==> src/rtl/horizon_obstacle_ctrl_if.sv <==
// Shared types and the game-logic <-> obstacle-manager bus for the runner horizon.
// Kept with the interface so the types it uses are defined before it.
package horizon_pkg;
    localparam int MAX_OBSTACLES = 3;

    typedef enum logic [2:0] {
        NONE         = 3'd0,
        CACTUS_SMALL = 3'd1,
        CACTUS_LARGE = 3'd2,
        PTERO_UP     = 3'd3,
        PTERO_DOWN   = 3'd4
    } frame_t;

    typedef logic signed [10:0] xpos_t;
    typedef logic [9:0]         dim_t;
endpackage

interface horizon_obstacle_ctrl_if;
    import horizon_pkg::*;

    logic                           update;
    logic [5:0]                     timer;
    logic                           start;
    logic                           crash;
    logic [10:0]                    rng_data;
    logic [4:0]                     speed;
    xpos_t  [MAX_OBSTACLES-1:0]     obstacle_x_pos;
    dim_t   [MAX_OBSTACLES-1:0]     obstacle_y_pos;
    dim_t   [MAX_OBSTACLES-1:0]     obstacle_width;
    dim_t   [MAX_OBSTACLES-1:0]     obstacle_height;
    frame_t [MAX_OBSTACLES-1:0]     obstacle_frame;

    modport master (
        output update, timer, start, crash, rng_data, speed,
        input  obstacle_x_pos, obstacle_y_pos, obstacle_width, obstacle_height, obstacle_frame
    );
    modport slave (
        input  update, timer, start, crash, rng_data, speed,
        output obstacle_x_pos, obstacle_y_pos, obstacle_width, obstacle_height, obstacle_frame
    );
endinterface

==> src/rtl/horizon_obstacle_ctrl.sv <==
// Obstacle manager: spawns, scrolls and retires horizon obstacles on each game tick.
// A slot with frame NONE is free; all slot fields are registered and move only on update.
module horizon_obstacle_ctrl
    import horizon_pkg::*;
#(
    parameter int SCREEN_WIDTH    = 640,
    parameter int GROUND_Y        = 400,
    parameter int MIN_GAP         = 120,
    parameter int PTERO_MIN_SPEED = 8
) (
    input  logic                    clk,
    input  logic                    rst,
    horizon_obstacle_ctrl_if.slave  bus
);
    localparam int N = MAX_OBSTACLES;

    typedef enum logic [1:0] {IDLE, RUNNING, CRASHED} state_t;

    state_t state, state_n;
    logic   clear, advance;

    xpos_t  [N-1:0] x_q, x_n;
    dim_t   [N-1:0] y_q, y_n, w_q, w_n, h_q, h_n;
    frame_t [N-1:0] f_q, f_n;
    logic signed [10:0] gap_q, gap_n;

    frame_t ptero_frame, sp_frame;
    dim_t   sp_w, sp_h, sp_y;
    logic   sp_ptero;

    logic signed [11:0] moved, fit, gap_dec;
    logic               free_found;
    int                 free_idx;
    logic               rng_unused;

    assign rng_unused = bus.rng_data[8];

    always_ff @(posedge clk or posedge rst) begin
        if (rst) state <= IDLE;
        else     state <= state_n;
    end

    always_comb begin
        state_n = state;
        case (state)
            IDLE:    if (bus.start) state_n = RUNNING;
            RUNNING: if (bus.crash) state_n = CRASHED;
            CRASHED: if (bus.start) state_n = RUNNING;
            default: state_n = IDLE;
        endcase
    end

    // Any (re)start wipes the scene; crash beats update in the same cycle.
    always_comb begin
        clear   = (state != RUNNING) && bus.start;
        advance = (state == RUNNING) && bus.update && !bus.crash;
    end

    always_comb begin
        ptero_frame = ((bus.timer % 6'd20) < 6'd10) ? PTERO_UP : PTERO_DOWN;
        sp_ptero    = 1'b0;
        sp_frame    = CACTUS_SMALL;
        sp_w        = 10'd17;
        sp_h        = 10'd35;
        case (bus.rng_data[10:9])
            2'b10: begin
                sp_frame = CACTUS_LARGE;
                sp_w     = 10'd25;
                sp_h     = 10'd50;
            end
            2'b11: if (bus.speed >= 5'(PTERO_MIN_SPEED)) begin
                sp_ptero = 1'b1;
                sp_frame = ptero_frame;
                sp_w     = 10'd46;
                sp_h     = 10'd40;
            end
            default: ;
        endcase
        if (sp_ptero) begin
            case (bus.rng_data[1:0])
                2'b00:   sp_y = 10'(GROUND_Y - 40);
                2'b01:   sp_y = 10'(GROUND_Y - 65);
                default: sp_y = 10'(GROUND_Y - 90);
            endcase
        end else begin
            sp_y = 10'(GROUND_Y) - sp_h;
        end
    end

    always_comb begin
        x_n = x_q; y_n = y_q; w_n = w_q; h_n = h_q; f_n = f_q; gap_n = gap_q;
        moved = '0; fit = '0; gap_dec = '0; free_found = 1'b0; free_idx = 0;
        if (clear) begin
            for (int i = 0; i < N; i++) begin
                x_n[i] = '0; y_n[i] = '0; w_n[i] = '0; h_n[i] = '0; f_n[i] = NONE;
            end
            gap_n = 11'(MIN_GAP);
        end else if (advance) begin
            for (int i = 0; i < N; i++) begin
                if (f_q[i] != NONE) begin
                    moved = {x_q[i][10], x_q[i]} - {7'd0, bus.speed};
                    fit   = moved + $signed({2'b00, w_q[i]});
                    if (fit <= 12'sd0) begin
                        x_n[i] = '0; y_n[i] = '0; w_n[i] = '0; h_n[i] = '0; f_n[i] = NONE;
                    end else begin
                        x_n[i] = moved[10:0];
                        if (f_q[i] == PTERO_UP || f_q[i] == PTERO_DOWN) f_n[i] = ptero_frame;
                    end
                end
            end
            // Slots retired on this tick are already available for the spawn.
            for (int i = N - 1; i >= 0; i--) begin
                if (f_n[i] == NONE) begin
                    free_found = 1'b1;
                    free_idx   = i;
                end
            end
            gap_dec = {gap_q[10], gap_q} - {7'd0, bus.speed};
            if (gap_dec > 12'sd0) begin
                gap_n = gap_dec[10:0];
            end else if (!free_found) begin
                gap_n = '0;
            end else begin
                x_n[free_idx] = 11'(SCREEN_WIDTH);
                y_n[free_idx] = sp_y;
                w_n[free_idx] = sp_w;
                h_n[free_idx] = sp_h;
                f_n[free_idx] = sp_frame;
                gap_n = 11'(MIN_GAP) + {3'd0, bus.rng_data[7:0]} + {1'b0, sp_w};
            end
        end
    end

    always_ff @(posedge clk or posedge rst) begin
        if (rst) begin
            x_q   <= '0;
            y_q   <= '0;
            w_q   <= '0;
            h_q   <= '0;
            f_q   <= {N{NONE}};
            gap_q <= 11'(MIN_GAP);
        end else begin
            x_q   <= x_n;
            y_q   <= y_n;
            w_q   <= w_n;
            h_q   <= h_n;
            f_q   <= f_n;
            gap_q <= gap_n;
        end
    end

    assign bus.obstacle_x_pos  = x_q;
    assign bus.obstacle_y_pos  = y_q;
    assign bus.obstacle_width  = w_q;
    assign bus.obstacle_height = h_q;
    assign bus.obstacle_frame  = f_q;
endmodule

==> src/flat_wrapper.sv <==
// flat-port wrapper written by rule: the top's interface ports become plain ports
module horizon_obstacle_ctrl_flat import horizon_pkg::*;
#(
    parameter int SCREEN_WIDTH    = 640,
    parameter int GROUND_Y        = 400,
    parameter int MIN_GAP         = 120,
    parameter int PTERO_MIN_SPEED = 8
)
  (clk, rst, bus_update, bus_timer, bus_start, bus_crash, bus_rng_data, bus_speed, bus_obstacle_x_pos, bus_obstacle_y_pos, bus_obstacle_width, bus_obstacle_height, bus_obstacle_frame);
  horizon_obstacle_ctrl_if bus_i ();
  input  logic clk;
  input  logic rst;
  input wire logic [$bits(bus_i.update)-1:0] bus_update;
  input wire logic [$bits(bus_i.timer)-1:0] bus_timer;
  input wire logic [$bits(bus_i.start)-1:0] bus_start;
  input wire logic [$bits(bus_i.crash)-1:0] bus_crash;
  input wire logic [$bits(bus_i.rng_data)-1:0] bus_rng_data;
  input wire logic [$bits(bus_i.speed)-1:0] bus_speed;
  output wire logic [$bits(bus_i.obstacle_x_pos)-1:0] bus_obstacle_x_pos;
  output wire logic [$bits(bus_i.obstacle_y_pos)-1:0] bus_obstacle_y_pos;
  output wire logic [$bits(bus_i.obstacle_width)-1:0] bus_obstacle_width;
  output wire logic [$bits(bus_i.obstacle_height)-1:0] bus_obstacle_height;
  output wire logic [$bits(bus_i.obstacle_frame)-1:0] bus_obstacle_frame;
  assign bus_i.update = bus_update;
  assign bus_i.timer = bus_timer;
  assign bus_i.start = bus_start;
  assign bus_i.crash = bus_crash;
  assign bus_i.rng_data = bus_rng_data;
  assign bus_i.speed = bus_speed;
  assign bus_obstacle_x_pos = bus_i.obstacle_x_pos;
  assign bus_obstacle_y_pos = bus_i.obstacle_y_pos;
  assign bus_obstacle_width = bus_i.obstacle_width;
  assign bus_obstacle_height = bus_i.obstacle_height;
  assign bus_obstacle_frame = bus_i.obstacle_frame;
  horizon_obstacle_ctrl #(.SCREEN_WIDTH(SCREEN_WIDTH), .GROUND_Y(GROUND_Y), .MIN_GAP(MIN_GAP), .PTERO_MIN_SPEED(PTERO_MIN_SPEED)) u_core (.clk(clk), .rst(rst), .bus(bus_i));
endmodule
==> config.mk <==
export PLATFORM = sky130hd
export DESIGN_NAME = horizon_obstacle_ctrl_flat
export DESIGN_NICKNAME = d
export VERILOG_FILES = /design/src/rtl/horizon_obstacle_ctrl_if.sv /design/src/rtl/horizon_obstacle_ctrl.sv /design/src/flat_wrapper.sv
export SDC_FILE = /design/constraint.sdc
export NUM_CORES = 1
export LEC_CHECK = 0
export CAP_MARGIN = 20
export CORE_MARGIN = 10
export CORE_UTILIZATION = 50
export CTS_CLUSTER_SIZE = 28
export DETAILED_ROUTE_END_ITERATION = 6
export GPL_TIMING_DRIVEN = 0
export PLACE_DENSITY_LB_ADDON = 0.15
export SYNTH_ARGS = -nofsm -noshare
export SYNTH_HDL_FRONTEND = slang
export SYNTH_SLANG_ARGS = --single-unit
==> constraint.sdc <==
create_clock -name clk -period 14.6 [get_ports clk]
set_input_delay 3.65 -clock clk [delete_from_list [all_inputs] [get_ports clk]]
set_output_delay 3.65 -clock clk [all_outputs]
set_load 0.02 [all_outputs]
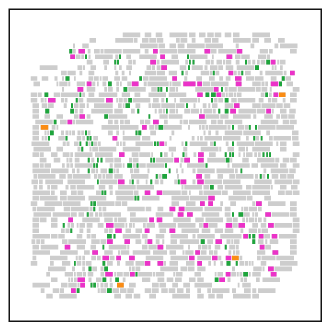
(run_1/gate_families.png)
(2 px per um)
| color | family | cells | most used |
|---|---|---|---|
| orange | multiplexers | 4 | mux2i_1 |
| green | NAND gates | 138 | nand2_1 |
| magenta | AND-OR and OR-AND gates | 99 | a22o_1 |

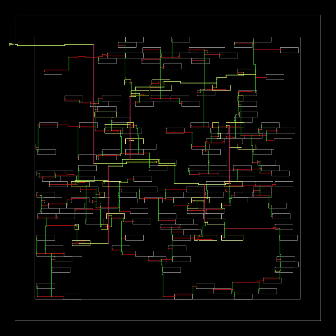
(run_1/final_clocks.png)
clk_skew: 0.00951 ns
number of sequential cells in the layout: 145
clock buffer count: 18
power in the clock group: 456 uW

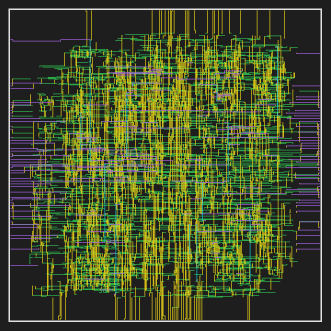
(run_1/metal_stack.png)
(2 px per um)
| color | layer | wire length |
|---|---|---|
| green | met1 | 12800 um |
| yellow | met2 | 12500 um |
| cyan | met4 | 360 um |
| purple | met3 | 2400 um |
overall fraction of global-route tracks in use: 23.2%
wire length reported by the detailed router: 28.1 mm
via total after detailed routing: 8332

==> reports/writeup.txt, run 1 <==
The run finished with clean final reports. Per the OpenROAD timing report, the critical path contains 21 cells. Entering global routing, the biggest net connects 101 pins. With the number of cells on the worst hold path at 1, the buffer depth of the longest clock path is 2.

TritonCTS built the clock tree. The flip-flop count of the largest register after layout is 33. Yosys reports a chip area of 9150 um^2. With the number of buffers and inverters on the critical path at 4, the overall power consumption is 1.02 mW. The cell family contributing the most delay on the critical path is AND-OR/OR-AND gates. The design received a total of 229 well taps at floorplan.

Per the layout area report, the register area comes to 3630 um^2. Pins over their slew limit in the final report were tallied at 0. Instance area at placement: 11000 um^2. The classification of the worst setup path is in -> reg. For this run, design rule violations remaining after detail routing come to 0. Listed in order, past its start point the critical path passes clkdlybuf4s50_1 > ha_1 > inv_1 > fa_1 > a21o_1 > a21oi_1 > o21ai_0 > or3_1 > xnor2_1 > ha_1 > a21oi_1 > o21ai_0 > a221oi_1 > xor2_1 > nor4_2 > nor3_2 > or2_2 > buf_2 > a21boi_2 > buf_2 > o2bb2ai_1. The overflow left after global routing is 0, and the global-route wire length before repair is 44.9 mm. The synth_stat.txt file lists the number of cells as 962. Post-CTS repair changed the size of 0 cells. The share of the Yosys chip area taken by registers is 39.7%.

0 antenna diodes ended up in the layout. Of all nets on the critical path, the largest fanout is 10. The final layout contains 1231 nets. In the global route stage, met2 resource usage came out at 34.6%. In this run, the clock network consumes 44.7% of the power. With the adder and majority cell fraction of the synthesized area at 9.55%, the per-instance average area after synthesis is 9.51 um^2. The Yosys step of the flow raised 0 warnings.

Dominant register cell in the synthesized netlist: dfrtp_1. In this run the count of I/O pins placed on the die edge is 159. The layout multi-input combinational cell count was 732. The via count of the first global-routing pass was 7930; the count of hold buffers inserted by post-cts repair was 0. The number of nets at floorplan is 1054. For the total negative slack for setup checks, the log shows 0 ns. In the final report, the number of hold violations comes to 0. The die covers 24100 um^2. The number of placed instances with taps included is 1349, and the violation count after the first detailed-routing iteration is 609.

The worst-case setup slack after placement is 5.33 ns, and the portion of total power attributed to combinational logic is 15.0%. For the finished layout, the period the worst path requires is 8.94 ns. The timing report gives the biggest stage delay along the critical path as 0.66 ns. Per the synthesis report, the dominant area consumer among library cells is dfrtp_1. The data arrival time reported for the critical path is 9.23 ns.

According to the report, the first pass of detailed routing completed in 5 iterations. Relative to the synthesized area, the layout overhead comes to 27.3%. Per the final layout report, the fraction of cells sized above drive strength 1 comes to 6.60%.

In the power breakdown, the biggest contributor is clock. Once the clock tree was built, the setup fixing pass inserted 0 buffers. Most repeated cell in the gate-level netlist after synthesis: dfrtp_1.

In the final layout, the multi-input gates occupy 5180 um^2. For met1 alone, demand over resource in global routing was 31.9%. The synthesized netlist occupies a cell area of 9150 um^2. For reference, the top cells by count after synthesis are dfrtp_1 (141), nand2_1 (92), o21ai_0 (67).

In this run the remaining antenna-violating nets after routing total 0. The cell count after synthesis came out at 962. After global routing, the most crowded layer is met2.
==> run_1/met3.png <==
(3 px per um)
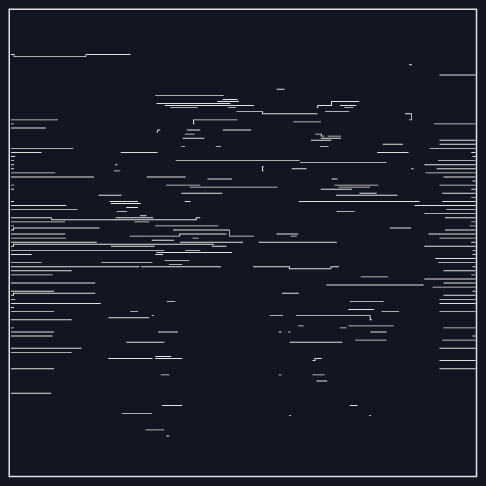

## Run 2: what changed since run 1
--- a/config.mk
+++ b/config.mk
@@ -7,7 +7,7 @@
 export LEC_CHECK = 0
 export CAP_MARGIN = 20
 export CORE_MARGIN = 10
-export CORE_UTILIZATION = 50
+export CORE_UTILIZATION = 49
 export CTS_CLUSTER_SIZE = 28
 export DETAILED_ROUTE_END_ITERATION = 6
 export GPL_TIMING_DRIVEN = 0
==> constraint.sdc (replaced) <==
create_clock -name clk -period 7.9 [get_ports clk]
set_input_delay 1.975 -clock clk [delete_from_list [all_inputs] [get_ports clk]]
set_output_delay 1.975 -clock clk [all_outputs]
set_load 0.02 [all_outputs]
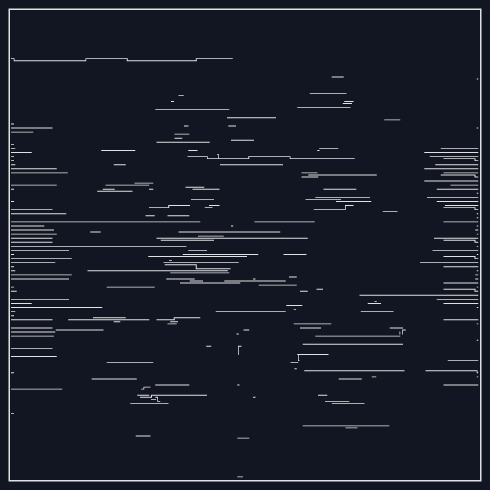
(run_2/met3.png)
(3 px per um)
main direction: horizontal
share of all routed wire: 8.1%
wire length on this layer: 2320 um

==> run 2 against run 1 <==
  * Global-route usage is 0.47 points higher
  * Final area decreased by 0.56%
  * Clock power grew 68%
  * Sequential power up 85%
  * Area after synthesis unchanged
  * Critical path depth up 1
  * Count of clock-buffer cells in the layout up 4
  * Highest routed layer unchanged
  * Routed wire length increased by 2.0%
==> reports/writeup.txt, run 2 <==
The flow ran to the end, and the final reports show no timing, DRC or antenna violations. The script extracted a total leakage power of 5.37 nW. The run gives 8367 as the total via count in the routed design.

The run gives 0 ns as the total negative slack for setup checks. The tools report the summed instance area of the synthesized netlist as 9150 um^2. The count of sequential standard cells is 145, and the final wirelength is 28.7 mm. For the worst setup path, the data arrival time is 7.63 ns. The number of placed instances with taps included came out at 1349. Dominant logic cell type in the layout: clkdlybuf4s50_1. Per STA, the worst path is made up of clkdlybuf4s50_1 > ha_1 > inv_1 > fa_1 > a21o_1 > a21oi_1 > o21ai_0 > or2_2 > nand2_1 > ha_1 > clkbuf_1 > o21ai_0 > a211oi_1 > a221oi_1 > or3_1 > and2_1 > nor3_2 > or2_2 > buf_2 > a21boi_2 > buf_2 > o2bb2ai_1. By startpoint and endpoint, the worst setup path is classified as in -> reg. The number of well-tap cells placed came out at 229. The number of primary I/O pins is 159, and the fraction of post-synthesis cell area in the top cell type by area is 38.6%.

After layout, the minimum clock period comes to 7.30 ns. The distinct cell type count of the synthesized netlist came out at 83. Per the GRT log, the top usage layer is met2. After detailed placement, the total cell area comes to 11000 um^2. Looking at the power breakdown, the clock network takes 42.4% of the total. The logs give 0 for the remaining antenna violation count and 0 for the number of antenna violations at the first check in global routing. The number of nets in the synthesized netlist is 1054. The via count of the first global-routing pass came out at 8223.

The number of stages on the worst setup path is 22, and the final cell count without fillers is 1377. The synthesis run shows the most used standard cells to be dfrtp_1 (141), nand2_1 (92), o21ai_0 (67). The main area contributors are dfrtp_1 (39%), ha_1 (7.8%), a22o_1 (3.9%). The most used flip-flop cell after synthesis is dfrtp_1.

For this run, the number of Yosys warnings is 0. The layout has 22 clock buffers. Worst ir drop on vdd: 0.162 mV. The top cell family by delay on the critical path is AND-OR/OR-AND gates. TritonCTS built the clock tree.

With the overall power consumption at 1.81 mW, the post-CTS repair timing setup buffer count is 0. The area growth from synthesis to final layout is 26.6%. The portion of total power attributed to combinational logic was 15.7%. The number of antenna diodes in the final layout is 0. The run gives 6.18% for the layout cell share with drive strength beyond 1. According to the floorplan report, the total die area is 24500 um^2. The number of clock sinks came to 145. With the number of cells on the worst hold path at 1, the number of hold violations in the final report is 0. The tools report the met1 layer usage reported by global route as 32.9%.

With the number of cells in Yosys stat at 962, the global routing usage on met2 is 35.9%. The run gives 0 for the DRC violations left. The combined global-route utilization of all metal layers was 23.6%. For the count of nets after finishing, the log shows 1231. The run gives 0 as the count of final setup violators. With the area share of xor/xnor cells in the synthesized design at 4.29%, the flip-flop count of the largest register after layout is 33. Per the CTS log, the buffer count on the longest clock path is 2. The run gives 39.7% as the sequential share of the synthesized area. After detailed routing, the met2 layer carries 12.8 mm of wire. Per the run summary, max-cap violations total 0. The run gives 962 for the post-synthesis cell count. In this run the mean area of a mapped cell was 9.51 um^2.

The quantity of gates resized following cts was 0; the maximum achievable frequency was 137 MHz. The violation count after the first detailed-routing iteration is 817. Looking at the critical path, the highest net fanout was 10. With the area of the multi-input gates at 5180 um^2, the final estimated routing congestion in global placement is 0.886.

732 cells are multi-input combinational gates. The count of hold buffers inserted by post-cts repair is 0. The first global-routing pass estimated 46.1 mm of wire. The tools report the largest net degree at the start of global routing as 82. Per the synthesis report, the dominant area consumer among library cells is dfrtp_1.

The chip area line in the Yosys stat output reads 9150 um^2. Area taken by flip-flops and latches: 3630 um^2. The utilization after layout was 63.8%; the delay of the slowest cell on the worst path was 0.64 ns.

End point of the critical path: u_core.bus.obstacle_width[24]. The logs give 0 for the overflow left after global routing and 768 uW for the reported clock group power. After layout, the setup clock skew is reported as 0.0120 ns. The run gives 5 as the detailed-router iteration count before antenna repair. The most repeated cell in the gate-level netlist after synthesis was dfrtp_1. The sequential logic power was 759 uW. The group with the largest share of power was clock. The worst-case register-to-register setup slack was 2.38 ns. The switching component of the power is 512 uW. The adder and majority cell fraction of the synthesized area came out at 9.55%. In this run the worst hold path is classified as reg -> reg.

The die outline width was 157 um. Along the critical path, the tally of buffer and inverter instances is 5. At the placement stage, the worst setup path has a slack of 0.183 ns.

Counting pins that exceed their max-slew limit in the final report gives 0.
==> run_2/final_clocks.png <==
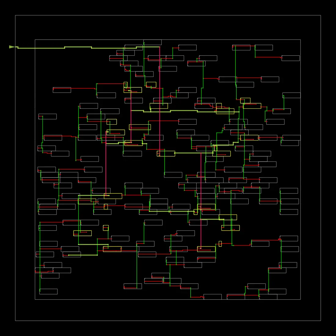

## Run 3: what changed since run 2
--- a/config.mk
+++ b/config.mk
@@ -5,8 +5,8 @@
 export SDC_FILE = /design/constraint.sdc
 export NUM_CORES = 1
 export LEC_CHECK = 0
+export ABC_AREA = 0
 export CAP_MARGIN = 20
-export CORE_MARGIN = 10
 export CORE_UTILIZATION = 49
 export CTS_CLUSTER_SIZE = 28
 export DETAILED_ROUTE_END_ITERATION = 6
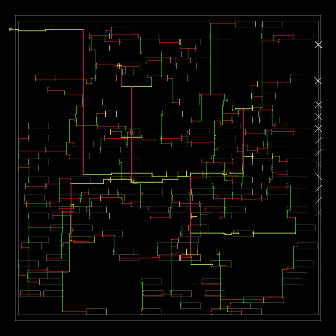
(run_3/final_clocks.png)
clock latency on the worst-skew pair: 0.43 ns
power in the clock group: 898 uW
clock buffer count: 23
clk_skew: 0.0112 ns

==> run 3 against run 2 <==
  * The flow now finishes with violations (DRC)
  * Largest power group unchanged
  * Routed wire length shrank 6.1%
  * Critical endpoint is now u_core.bus.obstacle_width[20]
  * Total power grew 7.1%
  * Via count grew 0.30%
  * Sequential power is essentially flat
==> reports/writeup.txt, run 3 <==
The flow ran to the end, but the final reports show violations. The final reports fail on DRC. The routed layout reports a DRC error count of 18. In this design, the stage delay of the slowest critical-path cell is 0.64 ns. For the worst ir drop on vdd, the log shows 0.184 mV.

TritonCTS built the clock tree. The sequential share of the synthesized area came out at 39.7%. Of the total power, combinational logic draws 14.6%. In this run the worst setup path terminates at u_core.bus.obstacle_width[20]. Data arrives at the worst endpoint at 7.58 ns.

There are 145 flip-flops and latches. According to the cell report, the number of logic gates is 732. The layout report lists the multi-input gate area as 5180 um^2. In this run the critical path is formed by clkdlybuf4s50_1 > ha_1 > inv_1 > fa_1 > a21o_1 > a21oi_1 > o21ai_0 > or3_1 > xnor2_1 > ha_1 > a21oi_1 > o21ai_0 > a221oi_1 > xor2_1 > nor4_2 > nor3_2 > or2_2 > buf_2 > a21boi_2 > buf_2 > o2bb2ai_1. The die outline width works out to 139 um. Per the OpenROAD power report, switching power amounts to 521 uW.

Setup violations remaining at the end of the flow were counted as 0. The run gives 0 as the overflow left after global routing. Per the placement report, the placed cell count is 1349.

The number of antenna diodes in the final layout is 0. The run gives 6.52% for the layout cell share with drive strength beyond 1. The most repeated cell in the gate-level netlist after synthesis was dfrtp_1. With the area reported by Yosys stat at 9150 um^2, the area growth from synthesis to final layout is 27.8%. The layout report lists the combined flip-flop and latch area as 3630 um^2. In this run, the number of DRC markers left after iteration 0 of detailed routing was 682.

Per the detailed-route log, wirelength across all metal layers totals 26.9 mm. In this run the static leakage power is 5.43 nW. The logs give 0 for the count of hold buffers inserted by post-cts repair and 9150 um^2 for the summed instance area of the synthesized netlist.

The dominant register cell in the synthesized netlist was dfrtp_1. The number of cells in Yosys stat is 962. For the met1 layer usage reported by global route, the log shows 40.2%. The routed design could run at a clock period as short as 7.30 ns. With the count of nets after finishing at 1231, the number of hold violations in the final report is 0. Utilization after layout: 64.4%.

The maximum achievable frequency came out at 137 MHz. Looking at the global route congestion table, the highest-usage layer is met2. The report lists the number of cells resized after CTS as 0. Overall power consumption: 1.94 mW. Per the synthesis report, the dominant area consumer among library cells is dfrtp_1.

In the synthesized netlist, the cells that appear most often are dfrtp_1 (141), nand2_1 (92), o21ai_0 (67). The detail route stage leaves a number of antenna-violating nets equal to 0. The area share of xor/xnor cells in the synthesized design came out at 4.29%. The worst hold path belongs to the class reg -> reg. The dominant power group in this design is clock. According to the I/O placement log, the pin count is 159. The worst-case register-to-register setup slack came out at 2.39 ns. The number of cells on the worst hold path is listed as 2. The kind of cell with the highest combined delay along the critical path is AND-OR/OR-AND gates. The synthesized netlist handed to floorplanning was reported with a cell count of 962. The total negative slack for setup checks is 0 ns. Max-cap violations in this run came to 0.

## Gallery

Clock wires, drivers and flops.
(3 px per um)
Plate I
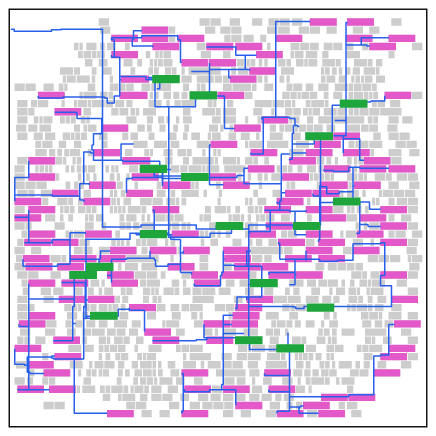
Plate II
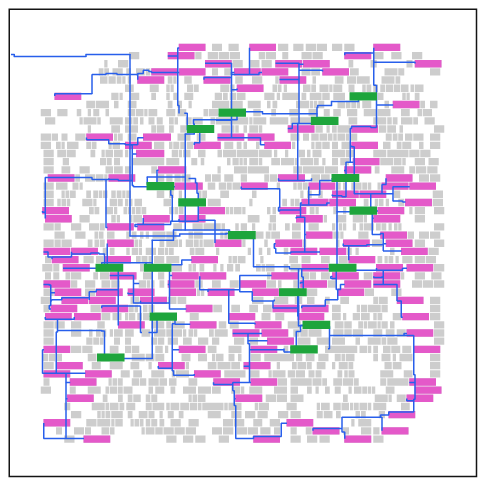
- largest die: Plate II
Plate I is run 3.
Plate II is run 1.

Power figures rest on the tool's default switching activity, not on a simulated workload.
